**Run 1: cell classes on the final placement**

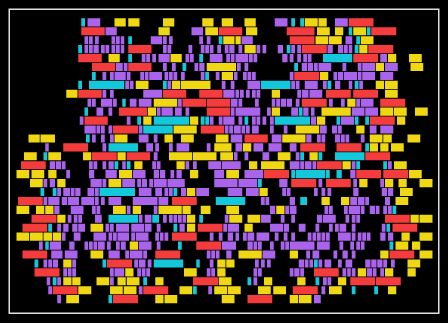
**Run 1: I/O nets highlighted**

The bar under the picture is 50 um long.
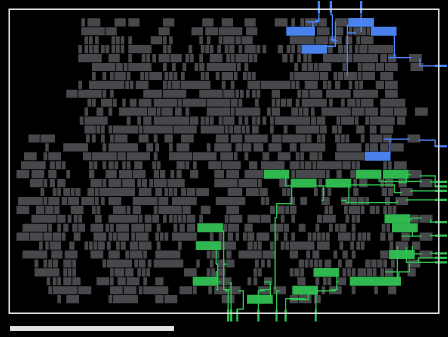
**Run 1: placement density heat map**

The bar under the picture is 50 um long. 13 x 9 tiles, from black (low) to pale yellow (high), 0 to 100% covered.
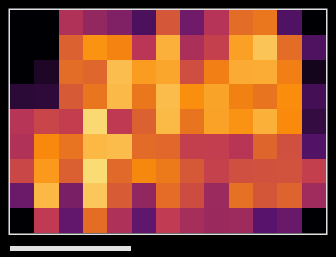
$ cat config.mk
export PLATFORM = sky130hd
export DESIGN_NAME = pipe_stage_skid_reg
export DESIGN_NICKNAME = d
export VERILOG_FILES = /design/src/rtl/pipe_pkg.sv /design/src/rtl/stage_entry_reg.sv /design/src/rtl/pipe_stage_skid_reg.sv
export SDC_FILE = /design/constraint.sdc
export NUM_CORES = 1
export LEC_CHECK = 0
export ABC_AREA = 1
export CAP_MARGIN = 20
export CELL_PAD_IN_SITES_DETAIL_PLACEMENT = 0
export CELL_PAD_IN_SITES_GLOBAL_PLACEMENT = 1
export CORE_ASPECT_RATIO = 0.7
export CORE_MARGIN = 1.5
export CORE_UTILIZATION = 32
export DETAILED_ROUTE_END_ITERATION = 12
export MAX_ROUTING_LAYER = met4
export PLACE_DENSITY = 0.73
export SLEW_MARGIN = 20
export SYNTH_ARGS = -nofsm -noshare
export SYNTH_HDL_FRONTEND = slang
export SYNTH_HIERARCHICAL = 1
export SYNTH_SLANG_ARGS = --single-unit
$ cat constraint.sdc
create_clock -name CLK -period 1.8 [get_ports CLK]
set_input_delay 0.36 -clock CLK [delete_from_list [all_inputs] [get_ports CLK]]
set_output_delay 0.36 -clock CLK [all_outputs]
set_load 0.02 [all_outputs]
$ cat src/rtl/pipe_pkg.sv
// Shared definitions for the CPU pipeline stage registers.
// Default field widths, the zero register address and the stage-entry layout.
package pipe_pkg;

  localparam int ADDR_W_DEF  = 5;
  localparam int NUM_SRC_DEF = 2;
  localparam int CTRL_W_DEF  = 1;
  localparam int CNT_W_DEF   = 16;

  localparam logic [ADDR_W_DEF-1:0] REG_ZERO = '0;

  typedef struct packed {
    logic                              valid;
    logic [NUM_SRC_DEF*ADDR_W_DEF-1:0] rs;
    logic [ADDR_W_DEF-1:0]             rd;
    logic [CTRL_W_DEF-1:0]             ctrl;
  } stage_entry_t;

endpackage

$ cat src/rtl/stage_entry_reg.sv
// One pipeline entry (valid, rs, rd, ctrl) updated on the falling clock edge.
// Reset > kill > load; kill drops valid and ctrl but keeps rs/rd, so ctrl is 0 whenever invalid.
module stage_entry_reg
  import pipe_pkg::*;
#(
  parameter int ADDR_W  = ADDR_W_DEF,
  parameter int NUM_SRC = NUM_SRC_DEF,
  parameter int CTRL_W  = CTRL_W_DEF
) (
  input  logic                      CLK,
  input  logic                      Reset,
  input  logic                      kill,
  input  logic                      load,
  input  logic [NUM_SRC*ADDR_W-1:0] rs_d,
  input  logic [ADDR_W-1:0]         rd_d,
  input  logic [CTRL_W-1:0]         ctrl_d,
  output logic                      valid_q,
  output logic [NUM_SRC*ADDR_W-1:0] rs_q,
  output logic [ADDR_W-1:0]         rd_q,
  output logic [CTRL_W-1:0]         ctrl_q
);

  always_ff @(negedge CLK) begin
    if (Reset) begin
      valid_q <= 1'b0;
      rs_q    <= '0;
      rd_q    <= '0;
      ctrl_q  <= '0;
    end else if (kill) begin
      valid_q <= 1'b0;
      ctrl_q  <= '0;
    end else if (load) begin
      valid_q <= 1'b1;
      rs_q    <= rs_d;
      rd_q    <= rd_d;
      ctrl_q  <= ctrl_d;
    end
  end

endmodule

$ cat src/rtl/pipe_stage_skid_reg.sv
// Pipeline stage register with a main entry plus one skid entry; 1-cycle latency, full throughput.
// in_ready = !skid valid (state only), so back-pressure is absorbed without loss; flush kills both.
module pipe_stage_skid_reg
  import pipe_pkg::*;
#(
  parameter int ADDR_W  = ADDR_W_DEF,
  parameter int NUM_SRC = NUM_SRC_DEF,
  parameter int CTRL_W  = CTRL_W_DEF,
  parameter int CNT_W   = CNT_W_DEF
) (
  input  logic                      CLK,
  input  logic                      Reset,
  input  logic                      flush,
  input  logic                      in_valid,
  output logic                      in_ready,
  input  logic [NUM_SRC*ADDR_W-1:0] rsIn,
  input  logic [ADDR_W-1:0]         rdIn,
  input  logic [CTRL_W-1:0]         ctrlIn,
  output logic                      out_valid,
  input  logic                      out_ready,
  output logic [NUM_SRC*ADDR_W-1:0] rsOut,
  output logic [ADDR_W-1:0]         rdOut,
  output logic [CTRL_W-1:0]         ctrlOut,
  output logic [CNT_W-1:0]          stall_cnt,
  output logic [CNT_W-1:0]          flush_cnt
);

  localparam int                RS_W    = NUM_SRC * ADDR_W;
  localparam logic [CNT_W-1:0]  CNT_MAX = '1;
  localparam logic [CNT_W-1:0]  CNT_ONE = {{(CNT_W-1){1'b0}}, 1'b1};

  logic              main_v, skid_v;
  logic [RS_W-1:0]   main_rs, skid_rs;
  logic [ADDR_W-1:0] main_rd, skid_rd;
  logic [CTRL_W-1:0] main_ctrl, skid_ctrl;

  logic              accept, consume;
  logic              load_main, kill_main, load_skid, kill_skid;
  logic [RS_W-1:0]   main_rs_d;
  logic [ADDR_W-1:0] main_rd_d;
  logic [CTRL_W-1:0] main_ctrl_d;

  assign in_ready = !skid_v;
  assign accept   = in_valid && in_ready;
  assign consume  = main_v && out_ready;

  // Main refills from skid first (older beat), else from the input; skid only
  // catches a beat when main is occupied and not draining this edge.
  always_comb begin
    load_main   = !flush && ((consume && (skid_v || accept)) || (!main_v && accept));
    kill_main   = flush || (consume && !skid_v && !accept);
    load_skid   = !flush && accept && main_v && !consume;
    kill_skid   = flush || (skid_v && consume);
    main_rs_d   = skid_v ? skid_rs   : rsIn;
    main_rd_d   = skid_v ? skid_rd   : rdIn;
    main_ctrl_d = skid_v ? skid_ctrl : ctrlIn;
  end

  stage_entry_reg #(
    .ADDR_W  (ADDR_W),
    .NUM_SRC (NUM_SRC),
    .CTRL_W  (CTRL_W)
  ) u_main (
    .CLK     (CLK),
    .Reset   (Reset),
    .kill    (kill_main),
    .load    (load_main),
    .rs_d    (main_rs_d),
    .rd_d    (main_rd_d),
    .ctrl_d  (main_ctrl_d),
    .valid_q (main_v),
    .rs_q    (main_rs),
    .rd_q    (main_rd),
    .ctrl_q  (main_ctrl)
  );

  stage_entry_reg #(
    .ADDR_W  (ADDR_W),
    .NUM_SRC (NUM_SRC),
    .CTRL_W  (CTRL_W)
  ) u_skid (
    .CLK     (CLK),
    .Reset   (Reset),
    .kill    (kill_skid),
    .load    (load_skid),
    .rs_d    (rsIn),
    .rd_d    (rdIn),
    .ctrl_d  (ctrlIn),
    .valid_q (skid_v),
    .rs_q    (skid_rs),
    .rd_q    (skid_rd),
    .ctrl_q  (skid_ctrl)
  );

  assign out_valid = main_v;
  assign rsOut     = main_rs;
  assign rdOut     = main_rd;
  assign ctrlOut   = main_ctrl;

  // Counters survive flush; only Reset clears them.
  always_ff @(negedge CLK) begin
    if (Reset) begin
      stall_cnt <= '0;
      flush_cnt <= '0;
    end else begin
      if (main_v && !out_ready && (stall_cnt != CNT_MAX))
        stall_cnt <= stall_cnt + CNT_ONE;
      if (flush && (flush_cnt != CNT_MAX))
        flush_cnt <= flush_cnt + CNT_ONE;
    end
  end

endmodule
==> reports/results.ini, run 1 <==
[power]
cellInternalPower_mw = 3.431
power.clock.fraction_pct = 57.7
power_per_cell_area_nw_per_um2 = 716.6

[run]
warning_count = 95

[cts]
cts_tree = done
cts_max_path_buffers = 2

[run_status]
status = finished with violations
failed_checks = negative setup slack

[final_timing]
postLayoutSetupSlackWorst_ps = -391.8
report.final.slew_viol_count = 0
finalSetupViolCount = 90

[yosys]
yosys-top-cells-area = sky130_fd_sc_hd__dfxtp_1, sky130_fd_sc_hd__nand2_1, sky130_fd_sc_hd__nor2_1
syn-instance-count = 584
floorplan.nets = 607

[global_route]
total_global_routing_overflow = 0

[routing]
routed_via_density = 4.478
drc_errors = 0

[setup_path]
worstSetupEndpointType = primary output
regToRegStartpoint = u_skid/valid_q

[place]
place_area_um2 = 5141

Notes on 'cell classes on the final placement' above:
class	color	cells	share of their area
remaining logic cells	purple	497	42%
clock drivers and dummy loads	cyan	82	9.4%
remaining buffers and delay cells	yellow	172	27%
registers	red	66	21%
floorplan row count: 32
area of the core: 11050 um2
final instance area: 6656 um2
post-layout utilization of the core: 60.24%

Notes on 'I/O nets highlighted' above:
port	color	direction	end cells	buffers	wire
flush_cnt	green	output	16	16	357 um
rdOut	blue	output	5	5	106 um
Top-Level Pins: 71
number of port buffers: 70

Notes on 'placement density heat map' above:
mean over tiles	54%
densest ninth of the die	center
tiles over 75% full	21%
fullest tile	92%
nearly empty tiles	6.8%

[run 1: cells in the final DEF (no fill, tap or decap), drive strengths merged]
cell type / count
nor3: 1
bufinv: 4
nand3: 62
clkdlybuf4s50: 15
buf: 152
clkinv: 2
o31ai: 1
a211oi: 2
a21oi: 23
nand2: 174
dfxtp: 66
nand4: 6
ha: 2
clkbuf: 12
o21ai: 2
nor2: 153
clkinvlp: 1
inv: 137
dlygate4sd2: 1
dlymetal6s2s: 1
[run 1: registers in the layout, summed over array words and instances, names as in the netlist]
signal and cells:
flush_cnt 16, stall_cnt 16, u_main/rs_q 10, u_skid/rs_q 10, u_main/rd_q 5, u_skid/rd_q 5, u_main/ctrl_q 1, u_main/valid_q 1
u_skid/ctrl_q 1, u_skid/valid_q 1
[run 1: metal layers]
metal / GRT usage, % / vias to the layer above / share of wire (%)
li1: - / 2248 / -
met1: 25.09 / 1987 / 48
met2: 27.15 / 90 / 46
met3: 6.768 / 19 / 5.0
met4: 9.432 / 0 / 1.4
met5: - / - / 0
[run 1: power by group through the flow]
stage,combinational [mW],clock (mW),sequential (mW)
3_5_place_dp,0.409,0.235,1.53
6_report,0.492,2.75,1.52
5_1_grt,0.533,3.01,1.52
3_3_place_gp,0.403,0.235,1.53
2_1_floorplan,0.165,0.235,1.57
4_1_cts,0.440,2.85,1.52
[run 1: logic make-up after synthesis]
| family | after synthesis | share of synthesized area [%] |
|---|---|---|
| buffers and inverters | 92 | 11.39 |
| AND-OR/OR-AND | 28 | 4.165 |
| adder cells (fa/ha/maj) | 2 | 0.6884 |
| AND/OR/NAND/NOR | 396 | 47.40 |
| flip-flops | 66 | 36.35 |
[run 1: worst max-delay path, stage by stage, from the launching register on]
cell	delay [ps]
sky130_fd_sc_hd__dfxtp_4	370
sky130_fd_sc_hd__clkinv_8	50
sky130_fd_sc_hd__buf_6	120
[run 1: layout make-up]
| cell class | count | share of cell area (%) |
|---|---|---|
| clock buffers | 9 | 3.383 |
| inverters | 70 | 4.737 |
| flip-flops and latches | 66 | 20.86 |
| clock inverters | 73 | 5.789 |
| multi-input cells | 426 | 35.86 |
| well taps | 153 | 2.876 |
| repair inverters | 1 | 0.09399 |
| repair buffers | 172 | 26.39 |
[run 1: worst min path at each step]
stage	start	end	slack, ps	cells past startpoint
4_1_cts	u_skid/ctrl_q	u_skid/ctrl_q	460	2
6_report	u_skid/ctrl_q	u_skid/ctrl_q	470	2
3_5_place_dp	u_skid/ctrl_q	u_skid/ctrl_q	460	2
5_1_grt	u_skid/rd_q[1]	u_skid/rd_q[1]	490	2
2_1_floorplan	u_skid/ctrl_q	u_skid/ctrl_q	440	2
3_3_place_gp	u_skid/ctrl_q	u_skid/ctrl_q	450	2
[run 1: what timing repair did]
action / CTS / global route
endpoints found under the setup margin: 116 / 104
gates cloned: 2 / 3
gates resized: 424 / 93
setup buffers: 14 / 24
pin swaps: 32 / 82
**Run 1: track usage over the die**

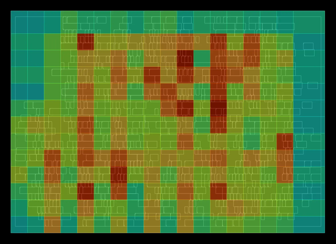

==> run 2, diff against run 1 <==
--- a/config.mk
+++ b/config.mk
@@ -5,16 +5,16 @@
 export SDC_FILE = /design/constraint.sdc
 export NUM_CORES = 1
 export LEC_CHECK = 0
-export ABC_AREA = 1
+export ABC_AREA = 0
 export CAP_MARGIN = 20
 export CELL_PAD_IN_SITES_DETAIL_PLACEMENT = 0
 export CELL_PAD_IN_SITES_GLOBAL_PLACEMENT = 1
 export CORE_ASPECT_RATIO = 0.7
 export CORE_MARGIN = 1.5
-export CORE_UTILIZATION = 32
+export CORE_UTILIZATION = 36
 export DETAILED_ROUTE_END_ITERATION = 12
 export MAX_ROUTING_LAYER = met4
-export PLACE_DENSITY = 0.73
+export PLACE_DENSITY = 0.74
 export SLEW_MARGIN = 20
 export SYNTH_ARGS = -nofsm -noshare
 export SYNTH_HDL_FRONTEND = slang
**Run 2: track usage over the die**

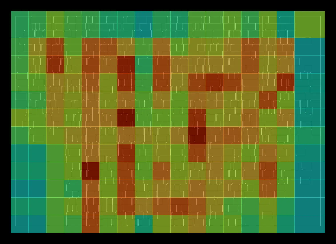
post-layout utilization of the core: 67.84%
global routing met3 resource utilization: 7.039%
met2 usage: 32.12%
GR Util met1: 29.62%

==> run 2 against run 1 <==
  * The run still ends with negative setup slack left
  * Die size down 12%
  * Wire length up 2.3%
  * Critical path type unchanged
  * Core utilization up 7.6 points
==> reports/results.ini, run 2 <==
[yosys]
yosys-top-cells-area = sky130_fd_sc_hd__dfxtp_1, sky130_fd_sc_hd__nand4bb_1, sky130_fd_sc_hd__mux2_2  ; was sky130_fd_sc_hd__dfxtp_1, sky130_fd_sc_hd__nand2_1, sky130_fd_sc_hd__nor2_1
synth_top_cell_by_area = sky130_fd_sc_hd__dfxtp_1  ; unchanged
syn-instance-count = 375  ; was 584
floorplan.nets = 398  ; was 607

[floorplan]
core_area_um2 = 9684  ; was 11050 um2
design.portCount = 71  ; unchanged
placementRows = 30  ; was 32

[setup_path]
regToRegStartpoint = stall_cnt[10]  ; was u_skid/valid_q
worstSetupEndpointType = primary output  ; unchanged
critical_path.cell_chain = buf_6  ; was clkinv_8 -> buf_6
cp_top_family = flip-flops  ; unchanged
path_buffers = 1  ; was 2
worst_path_largest_cell_delay_ps = 360  ; was 370 ps
critical-path-slowest-cell = sky130_fd_sc_hd__dfxtp_2  ; was sky130_fd_sc_hd__dfxtp_4

[cts]
cts_max_path_buffers = 2  ; unchanged
cts_tree = done  ; unchanged

[place]
place_area_um2 = 5117  ; was 5141 um2
io_buffers = 70  ; unchanged

[global_route]
total_global_routing_overflow = 0  ; unchanged
gr-max-usage-layer = met2  ; unchanged

[run_status]
status = finished with violations  ; unchanged
failed_checks = negative setup slack  ; unchanged

[finish]
layout_top_cell_excl_fill_tap = sky130_fd_sc_hd__buf_4  ; was sky130_fd_sc_hd__nand2_1
fin_cells = 752  ; was 970
drive_above_1_share_pct = 57.05  ; was 42.35%
layout.cells.most_common_list = sky130_fd_sc_hd__buf_4, sky130_fd_sc_hd__buf_6, sky130_fd_sc_hd__inv_1, sky130_fd_sc_hd__dfxtp_2, sky130_fd_sc_hd__nand2b_1  ; was sky130_fd_sc_hd__nand2_1, sky130_fd_sc_hd__inv_1, sky130_fd_sc_hd__nor2_1, sky130_fd_sc_hd__buf_4, sky130_fd_sc_hd__buf_6
design_area_um2 = 6570  ; was 6656 um2
biggestRegsByFlops = flush_cnt x16, stall_cnt x16  ; unchanged

[routing]
routed_via_density = 5.165  ; was 4.478
drc_errors = 0  ; unchanged

[final_timing]
postLayoutSetupSlackWorst_ps = -347.0  ; was -391.8 ps
finalHoldViolCount = 0  ; unchanged
finalSetupViolCount = 111  ; was 90

[hold_path]
hold-path-cell-count = 2  ; unchanged
min_to = u_skid/rd_q[4]  ; was u_skid/ctrl_q
hold_start = u_skid/rd_q[4]  ; was u_skid/ctrl_q

[run]
warning_count = 95  ; unchanged

[power]
vdd_drop_max_mv = 0.4224  ; was 0.4190 mV
power.clock.fraction_pct = 57.7  ; about the same
cellInternalPower_mw = 3.270  ; was 3.431 mW

**Run 2: I/O nets highlighted**

The bar under the picture is 20 um long.
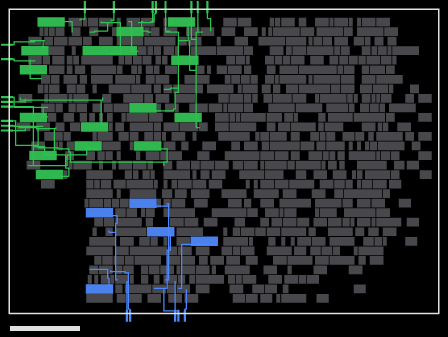
port	color	direction	end cells	buffers	wire
rdOut	blue	output	5	5	157 um
flush_cnt	green	output	16	16	446 um

-- run 2: cell count changes in the layout (fill, tap and decap cells not counted), moves of 13 or more --
cell,delta
sky130_fd_sc_hd__mux2_2,+17
sky130_fd_sc_hd__nand3_2,-20
sky130_fd_sc_hd__inv_1,-51
sky130_fd_sc_hd__nand4bb_1,+29
sky130_fd_sc_hd__nand2_1,-146
sky130_fd_sc_hd__nor2_2,-18
sky130_fd_sc_hd__nand3_1,-35
sky130_fd_sc_hd__o21ai_2,+22
sky130_fd_sc_hd__nor2_4,-37
sky130_fd_sc_hd__o21ai_1,+13
sky130_fd_sc_hd__nor2_1,-82
sky130_fd_sc_hd__nand2b_1,+32
-- run 2: timing repair --
action,in CTS,in global routing
endpoints found under the setup margin,116,112
resized,421,41
endpoints found under the hold margin,0,0
pin swaps,38,17
setup buffers,25,17
gates cloned,3,0
-- run 2: area by class of cell --
class | count | share of cell area [%]
multi-input combinational | 280 | 38.70
timing repair buffer | 191 | 28.59
sequential | 66 | 21.10
clock inverter | 73 | 5.389
clock buffer | 9 | 3.428
tap | 128 | 2.438
inverter | 5 | 0.3618
-- run 2: worst max path at each step --
stage | start | endpoint | cells past startpoint
6_report | flush_cnt[1] | flush_cnt[1] | 1
5_1_grt | u_skid/valid_q | in_ready | 2
4_1_cts | u_skid/valid_q | in_ready | 2
3_5_place_dp | in_valid | u_main/ctrl_q | 6
3_3_place_gp | in_valid | u_main/ctrl_q | 6
2_1_floorplan | out_ready | u_skid/ctrl_q | 5
-- run 2: power groups by stage --
stage	clock, mW	sequential, mW	combinational, mW
4_1_cts	2.71	1.51	0.408
3_5_place_dp	0.235	1.52	0.337
5_1_grt	2.89	1.51	0.444
2_1_floorplan	0.235	1.55	0.157
6_report	2.64	1.51	0.420
3_3_place_gp	0.235	1.52	0.333
-- run 2: metal layers --
layer	up-vias	routed length [um]
met5	-	0
met4	0	195
met3	22	483
met2	81	5518
met1	1891	5690
li1	1890	-
-- run 2: cells by family (layout without fill, tap and decap cells) --
logic type,after synthesis,after routing,share of synthesized area [%]
AND-OR/OR-AND,80,80,15.00
flip-flops,66,66,36.92
AND/OR/NAND/NOR,168,170,33.85
adder cells (fa/ha/maj),2,2,0.6992
buffers and inverters,31,278,4.895
XOR/XNOR,1,1,0.2448
multiplexers,27,27,8.392
Power is estimated from default activity; no workload was simulated.
